<file path="src/rtl/fpu_pkg.sv">
// rtl/fpu_pkg.sv - FP32 field layout, FPU opcodes and sqrt unit constants
package fpu_pkg;

  localparam int FP_WIDTH    = 32;
  localparam int FP_SIGN_BIT = 31;
  localparam int FP_EXP_MSB  = 30;
  localparam int FP_EXP_LSB  = 23;
  localparam int FP_FRAC_MSB = 22;
  localparam int FP_FRAC_LSB = 0;
  localparam int FP_EXP_W    = 8;
  localparam int FP_FRAC_W   = 23;

  localparam logic [FP_WIDTH-1:0] CANON_NAN  = 32'h7FC0_0000;
  localparam logic [FP_WIDTH-1:0] FP_POS_INF = 32'h7F80_0000;

  // Restoring recurrence sizing: 2 radicand bits per step, 25 root bits
  localparam int SQRT_REM_W  = 27;
  localparam int SQRT_ROOT_W = 25;
  localparam int SQRT_RAD_W  = 50;
  localparam int SQRT_ITERS  = 25;

  typedef enum logic [1:0] {
    IDLE,
    ITER,
    ROUND
  } sqrt_state_e;

  typedef enum logic [1:0] {
    FPU_ADD  = 2'b00,
    FPU_SUB  = 2'b01,
    FPU_MUL  = 2'b10,
    FPU_SQRT = 2'b11
  } fpu_op_e;

endpackage

</file>
<file path="src/rtl/fpu_sqrt_seq_if.sv">
// rtl/fpu_sqrt_seq_if.sv - request/response bundle between core and sqrt unit
interface fpu_sqrt_seq_if;
  import fpu_pkg::*;

  logic                start;
  logic [FP_WIDTH-1:0] a;
  logic                busy;
  logic                done;
  logic [FP_WIDTH-1:0] result;

  modport master (output start, a, input busy, done, result);
  modport slave  (input start, a, output busy, done, result);

endinterface

</file>
<file path="src/rtl/sqrt_iter_step.sv">
// rtl/sqrt_iter_step.sv - one restoring square-root digit step (combinational)
module sqrt_iter_step
  import fpu_pkg::*;
(
  input  logic [SQRT_REM_W-1:0]  rem,
  input  logic [SQRT_ROOT_W-1:0] root,
  input  logic [1:0]             rad_bits,
  output logic [SQRT_REM_W-1:0]  rem_next,
  output logic                   root_bit
);

  // One spare MSB so the trial subtraction sign is never lost
  logic [SQRT_REM_W+2:0] shifted;
  logic [SQRT_REM_W+2:0] trial;

  assign shifted  = {1'b0, rem, rad_bits};
  assign trial    = shifted - {3'b000, root, 2'b01};
  assign root_bit = ~trial[SQRT_REM_W+2];
  assign rem_next = SQRT_REM_W'(root_bit ? trial : shifted);

endmodule

</file>
<file path="src/rtl/fpu_sqrt_seq.sv">
// rtl/fpu_sqrt_seq.sv - iterative FP32 square root, one root bit per cycle, RNE
module fpu_sqrt_seq #(
  parameter logic [31:0] CANON_NAN = fpu_pkg::CANON_NAN
) (
  input logic                clk,
  input logic                rst_n,
  fpu_sqrt_seq_if.slave      bus
);
  import fpu_pkg::*;

  localparam logic [4:0] LAST_ITER = 5'(SQRT_ITERS - 1);

  sqrt_state_e             state, state_next;
  logic [4:0]              iter_cnt;
  logic [SQRT_RAD_W-1:0]   rad;
  logic [SQRT_REM_W-1:0]   rem;
  logic [SQRT_REM_W-1:0]   rem_next;
  logic [SQRT_ROOT_W-1:0]  root;
  logic                    root_bit;
  logic [FP_EXP_W-1:0]     res_exp;
  logic                    special;
  logic [FP_WIDTH-1:0]     special_val;
  logic                    done_q;
  logic [FP_WIDTH-1:0]     result_q;

  logic                    a_sign;
  logic [FP_EXP_W-1:0]     a_exp;
  logic [FP_FRAC_W-1:0]    a_frac;
  logic                    is_nan, is_zero, is_special;
  logic [FP_WIDTH-1:0]     spec_val;
  logic [FP_EXP_W:0]       exp_sum;

  assign a_sign = bus.a[FP_SIGN_BIT];
  assign a_exp  = bus.a[FP_EXP_MSB:FP_EXP_LSB];
  assign a_frac = bus.a[FP_FRAC_MSB:FP_FRAC_LSB];

  // Negative denormals count as non-zero magnitude, so they decode to NaN
  assign is_nan     = (a_exp == 8'hFF && a_frac != '0) || (a_sign && bus.a[FP_EXP_MSB:0] != '0);
  assign is_zero    = (a_exp == '0);
  assign is_special = is_nan || is_zero || (a_exp == 8'hFF);
  assign spec_val   = is_nan  ? CANON_NAN :
                      is_zero ? {a_sign, 31'b0} : FP_POS_INF;
  assign exp_sum    = {1'b0, a_exp} + 9'd127;

  sqrt_iter_step u_step (
    .rem      (rem),
    .root     (root),
    .rad_bits (rad[SQRT_RAD_W-1 -: 2]),
    .rem_next (rem_next),
    .root_bit (root_bit)
  );

  logic                 sticky, round_inc, carry;
  logic [FP_FRAC_W-1:0] mant_r;
  logic [FP_WIDTH-1:0]  rounded;

  assign sticky             = (rem != '0);
  assign round_inc          = root[0] && (sticky || root[1]);
  assign {carry, mant_r}    = {1'b0, root[FP_FRAC_W:1]} + 24'(round_inc);
  assign rounded            = {1'b0, res_exp + 8'(carry), mant_r};

  always_ff @(posedge clk or negedge rst_n) begin
    if (!rst_n) state <= IDLE;
    else        state <= state_next;
  end

  always_comb begin
    state_next = state;
    case (state)
      IDLE:    if (bus.start) state_next = is_special ? ROUND : ITER;
      ITER:    if (iter_cnt == LAST_ITER) state_next = ROUND;
      ROUND:   state_next = IDLE;
      default: state_next = IDLE;
    endcase
  end

  always_ff @(posedge clk or negedge rst_n) begin
    if (!rst_n) begin
      iter_cnt    <= '0;
      rad         <= '0;
      rem         <= '0;
      root        <= '0;
      res_exp     <= '0;
      special     <= 1'b0;
      special_val <= '0;
      done_q      <= 1'b0;
      result_q    <= '0;
    end else begin
      done_q <= 1'b0;
      case (state)
        IDLE: if (bus.start) begin
          special     <= is_special;
          special_val <= spec_val;
          res_exp     <= 8'(exp_sum >> 1);
          // Even biased exponent means odd unbiased: pre-double the significand
          rad         <= a_exp[0] ? {2'b01, a_frac, 25'b0} : {1'b1, a_frac, 26'b0};
          rem         <= '0;
          root        <= '0;
          iter_cnt    <= '0;
        end
        ITER: begin
          rem      <= rem_next;
          root     <= {root[SQRT_ROOT_W-2:0], root_bit};
          rad      <= rad << 2;
          iter_cnt <= iter_cnt + 5'd1;
        end
        ROUND: begin
          result_q <= special ? special_val : rounded;
          done_q   <= 1'b1;
        end
        default: ;
      endcase
    end
  end

  assign bus.busy   = (state != IDLE);
  assign bus.done   = done_q;
  assign bus.result = result_q;

endmodule
</file>
<file path="src/flat_wrapper.sv">
// flat-port wrapper written by rule: the top's interface ports become plain ports
module fpu_sqrt_seq_flat import fpu_pkg::*;
#(
  parameter logic [31:0] CANON_NAN = fpu_pkg::CANON_NAN
)
  (clk, rst_n, bus_start, bus_a, bus_busy, bus_done, bus_result);
  fpu_sqrt_seq_if bus_i ();
  input logic clk;
  input logic rst_n;
  input wire logic [$bits(bus_i.start)-1:0] bus_start;
  input wire logic [$bits(bus_i.a)-1:0] bus_a;
  output wire logic [$bits(bus_i.busy)-1:0] bus_busy;
  output wire logic [$bits(bus_i.done)-1:0] bus_done;
  output wire logic [$bits(bus_i.result)-1:0] bus_result;
  assign bus_i.start = bus_start;
  assign bus_i.a = bus_a;
  assign bus_busy = bus_i.busy;
  assign bus_done = bus_i.done;
  assign bus_result = bus_i.result;
  fpu_sqrt_seq #(.CANON_NAN(CANON_NAN)) u_core (.clk(clk), .rst_n(rst_n), .bus(bus_i));
endmodule
</file>
<file path="config.mk">
export PLATFORM = sky130hd
export DESIGN_NAME = fpu_sqrt_seq_flat
export DESIGN_NICKNAME = d
export VERILOG_FILES = /design/src/rtl/fpu_pkg.sv /design/src/rtl/fpu_sqrt_seq_if.sv /design/src/rtl/sqrt_iter_step.sv /design/src/rtl/fpu_sqrt_seq.sv /design/src/flat_wrapper.sv
export SDC_FILE = /design/constraint.sdc
export NUM_CORES = 1
export LEC_CHECK = 0
export CAP_MARGIN = 0
export CORE_UTILIZATION = 40
export CTS_CLUSTER_SIZE = 20
export DETAILED_ROUTE_END_ITERATION = 7
export GPL_TIMING_DRIVEN = 1
export HOLD_SLACK_MARGIN = 0.06
export PLACE_DENSITY = 0.61
export REMOVE_ABC_BUFFERS = 1
export SYNTH_ARGS = -nofsm -noshare
export SYNTH_HDL_FRONTEND = slang
export SYNTH_SLANG_ARGS = --single-unit
export TNS_END_PERCENT = 1
</file>
<file path="constraint.sdc">
create_clock -name clk -period 6.79 [get_ports clk]
set_input_delay 2.037 -clock clk [delete_from_list [all_inputs] [get_ports clk]]
set_output_delay 2.037 -clock clk [all_outputs]
set_load 0.05 [all_outputs]
</file>
### Register map, names as in the netlist

Scale bar: 50 um. Other sequential cells in the stronger gray, the rest of the logic in the fainter gray.
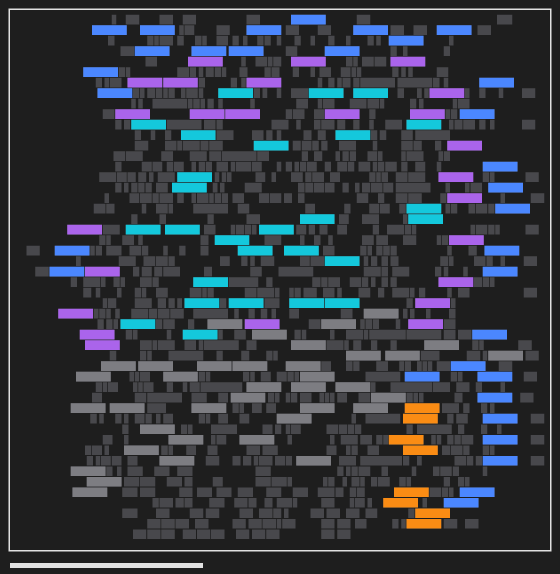
u_core.res_exp: in orange, flops 8, where south-east. u_core.bus.result: in blue, flops 32, where all over the die. u_core.root: in purple, flops 25. u_core.rem: in cyan, flops 27.
Another 37 sequential cells are not colored.
Register Area: 3228 um2
P_seq: 0.00118 W
final core occ: 48.81%

### Congestion heat map

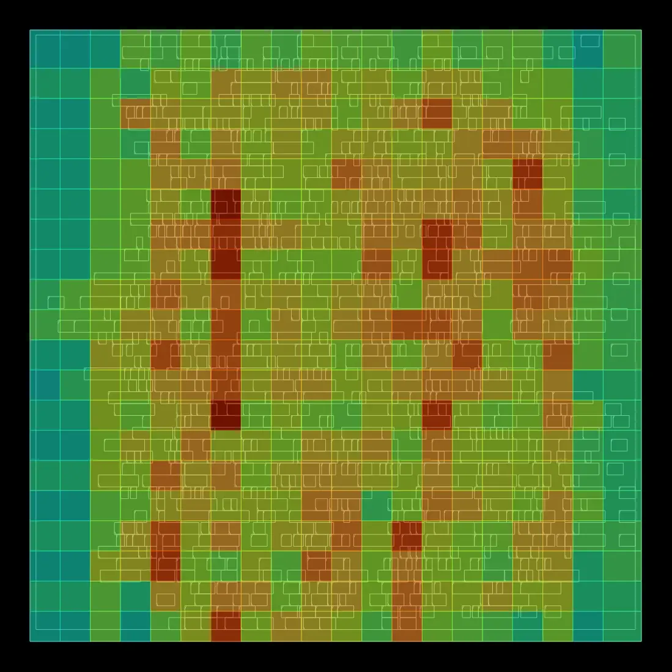
Avg WL per Cell: 15.53 um
M2 GR Usage: 31.08%

### Port wiring

Scale bar: 50 um.
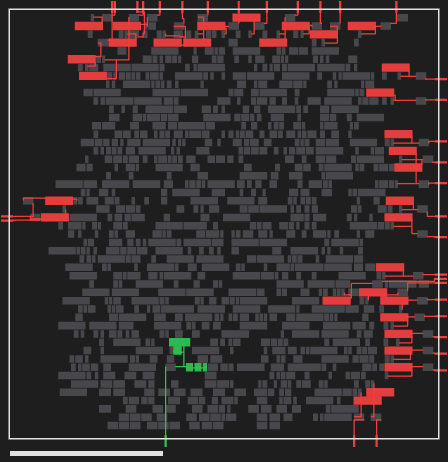
bus_result: in red, direction output, end cells 32, buffers 32, wire 540 um. bus_start: in green, direction input, end cells 5, buffers 1, wire 45.9 um.
I/O Buffers: 68
Ports: 69

==> impl_metrics.csv <==
group,metric,value,unit
run_status,outcome,"completed",
synthesis,ys.flops,129,
clock_network,clock_latency,0.42,ns
drt,drtIter0Drc,415,
synthesis,ys_warn_count,0,
layout,syn_to_final_growth,19.68,%
pwr,combPwrFrac,48.4,%
layout,drive_gt1_share,7.926,%
drt,wl_met3,352,um
pwr,finalPower,0.004138,W
drt,via_per_inst,5.429,
pwr,power_frac_seq,28.6,%
clock_network,hold_buffers,0,
layout,nNetsFinal,977,
pwr,p_clk_share,23.0,%
global_route,grt_max_degree,86,
layout,num_antenna_cells,0,
global_route,grt_pass1_wl,30690,um
drt,routed-wl-met2,8417,um
layout,nClkBuffers,19,
pwr,power_leader,"combinational cells",
placed_design,placedCellCount,1123,
drt,drc,0,
global_route,grt_overflow,0,
worst_setup_path,cp.arrival,2.38,ns
pwr,p_per_area,454.8,nW/um2
drt,via_count,6270,
final_timing,slew_headroom,43.23,%
worst_setup_path,cp_slowest_cell,"dfrtp_1",
worst_hold_path,min_path_type,"reg2reg",
final_timing,period_used_share,65.05,%
synthesis,synthDominantCellAreaShare,42.46,%
synthesis,top_cell,"nand2_1",
pwr,p_sw,0.001758,W
worst_setup_path,startpoint,"u_core.state[1]",
pwr,p_comb,0.00200,W
final_timing,fmax,226.4,MHz
final_timing,final-max-slew-violation-count,0,
layout,nFlopsAndLatches,129,
synthesis,synthAoiAreaFrac,19.59,%
worst_setup_path,startpoint_type,"flip-flop",
layout,seq_share,35.48,%
synthesis,syn_area_per_cell,8.881,um2
placed_design,dp_hpwl,12350,um
worst_setup_path,path_class,"reg2out",
floorplan,core,18640,um2
layout,comb.multi_input.count,645,
drt,routed.top_layer,"met4",
synthesis,yosys_cells,856,
synthesis,xor_share,6.452,%
floorplan,tap_cells,234,
layout,largest_reg_flops,32,
placed_design,dpl_cell_area,8487,um2
layout,lay_top_cells,"148 x nand2_1, 129 x dfrtp_1, 127 x o21ai_0",
clock_network,htreeDepth,4,
drt,ant_nets,0,
worst_setup_path,endpoint,"bus_busy",
worst_setup_path,critPathBufInv,2,
final_timing,fin_setup_tns,0,ns
synthesis,yosys.stat.seqShare,42.46,%
worst_setup_path,required,4.75,ns
placed_design,dpl_worst_slack,2.508,ns
layout,signal_buffers,77,
worst_setup_path,path_delay_family,"buffers and inverters",
drt,wl,17930,um
global_route,grt_antenna_before_repair,0,
global_route,top_usage_layer,"met2",
floorplan,die_w,139.9,um
clock_network,clock_path_buffers,2,
synthesis,syn_inst,856,
final_timing,finalSetupViolations,0,
clock_network,cts.sinks,129,
clock_network,post_cts_resized,0,
job,tool_warnings,28,
worst_setup_path,cp-end-kind,"primary output",
floorplan,die_area,19560,um2
synthesis,synth-simple-area-share,16.71,%
worst_setup_path,path_depth,3,
synthesis,ys_sh_mux,5.102,%
worst_setup_path,crit_path_max_incr_delay,0.81,ns
synthesis,top_logic_kind,"AND-OR/OR-AND gates",
clock_network,tritoncts,"built",
synthesis,topCellsByArea,"dfrtp_1 42%, o21ai_0 8.4%, nand2_1 7.3%",
synthesis,post_synth_fa_ha_maj_area_fraction,5.596,%
layout,inv_count,38,
final_timing,hold_ws,0.4731,ns
worst_setup_path,r2r_slack,3.05,ns
pwr,switching_share,42.48,%
floorplan,die_y,139.9,um
synthesis,edf_count,0,
clock_network,numCtsBuffers,17,
synthesis,postSynth.asyncResetShare,100.0,%
job,max-cap-violations,0,
clock_network,cts_setup_buffers,0,
worst_setup_path,cp_max_fo,27,
worst_hold_path,min_path_cells,2,
synthesis,synth_area,7602,um2
layout,dominant_cells,"combinational gates",
synthesis,yosysTopAreaCell,"dfrtp_1",
worst_setup_path,r2r-start,"u_core.root[2]",
global_route,grt_pass1_vias,6117,
layout,area.combinational,4074,um2
floorplan,fp-row-count,50,
final_timing,timing.final.ws_setup,2.373,ns
worst_hold_path,hp-start,"u_core.bus.result[20]",
synthesis,ys_types,58,
final_timing,worstMarginPinSlew,0.8493,ns
synthesis,top_cells_by_count,"148 x nand2_1, 129 x dfrtp_1, 127 x o21ai_0",
drt,drt-pass1-iter-count,7,
### Gate families picked out

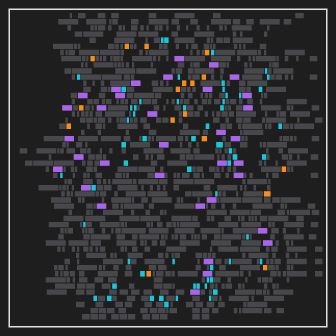
adder and majority cells: in purple, cells 34. AND and OR gates: in orange, cells 17. NOR gates: in cyan, cells 59.
Commonest Layout Cell: nand2_1
non-filler cells, final: 1155
fraction of area in multi-input gates: 44.77%

### A small window of the routed layout

Scale bar: 10 um. Region (22, 22) to (47, 47) um. Cells in gray, sequential cells in the stronger gray; small squares are vias.
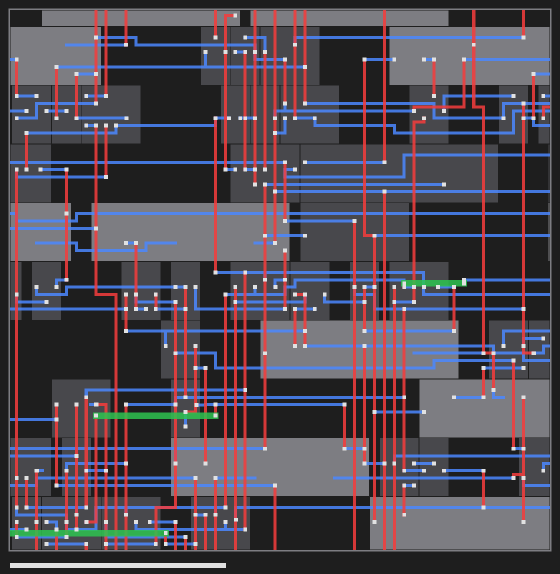
metal 2: in red. metal 3: in green. metal 1: in blue.
Sequential cells in the window: 6. Netlist names of flops here include u_core.rad (6). 42 logic cells have their middle in the window. Most frequent: nand2_1 (12), a22oi_1 (10), o21ai_0 (7).

Power is estimated from default activity; no workload was simulated.
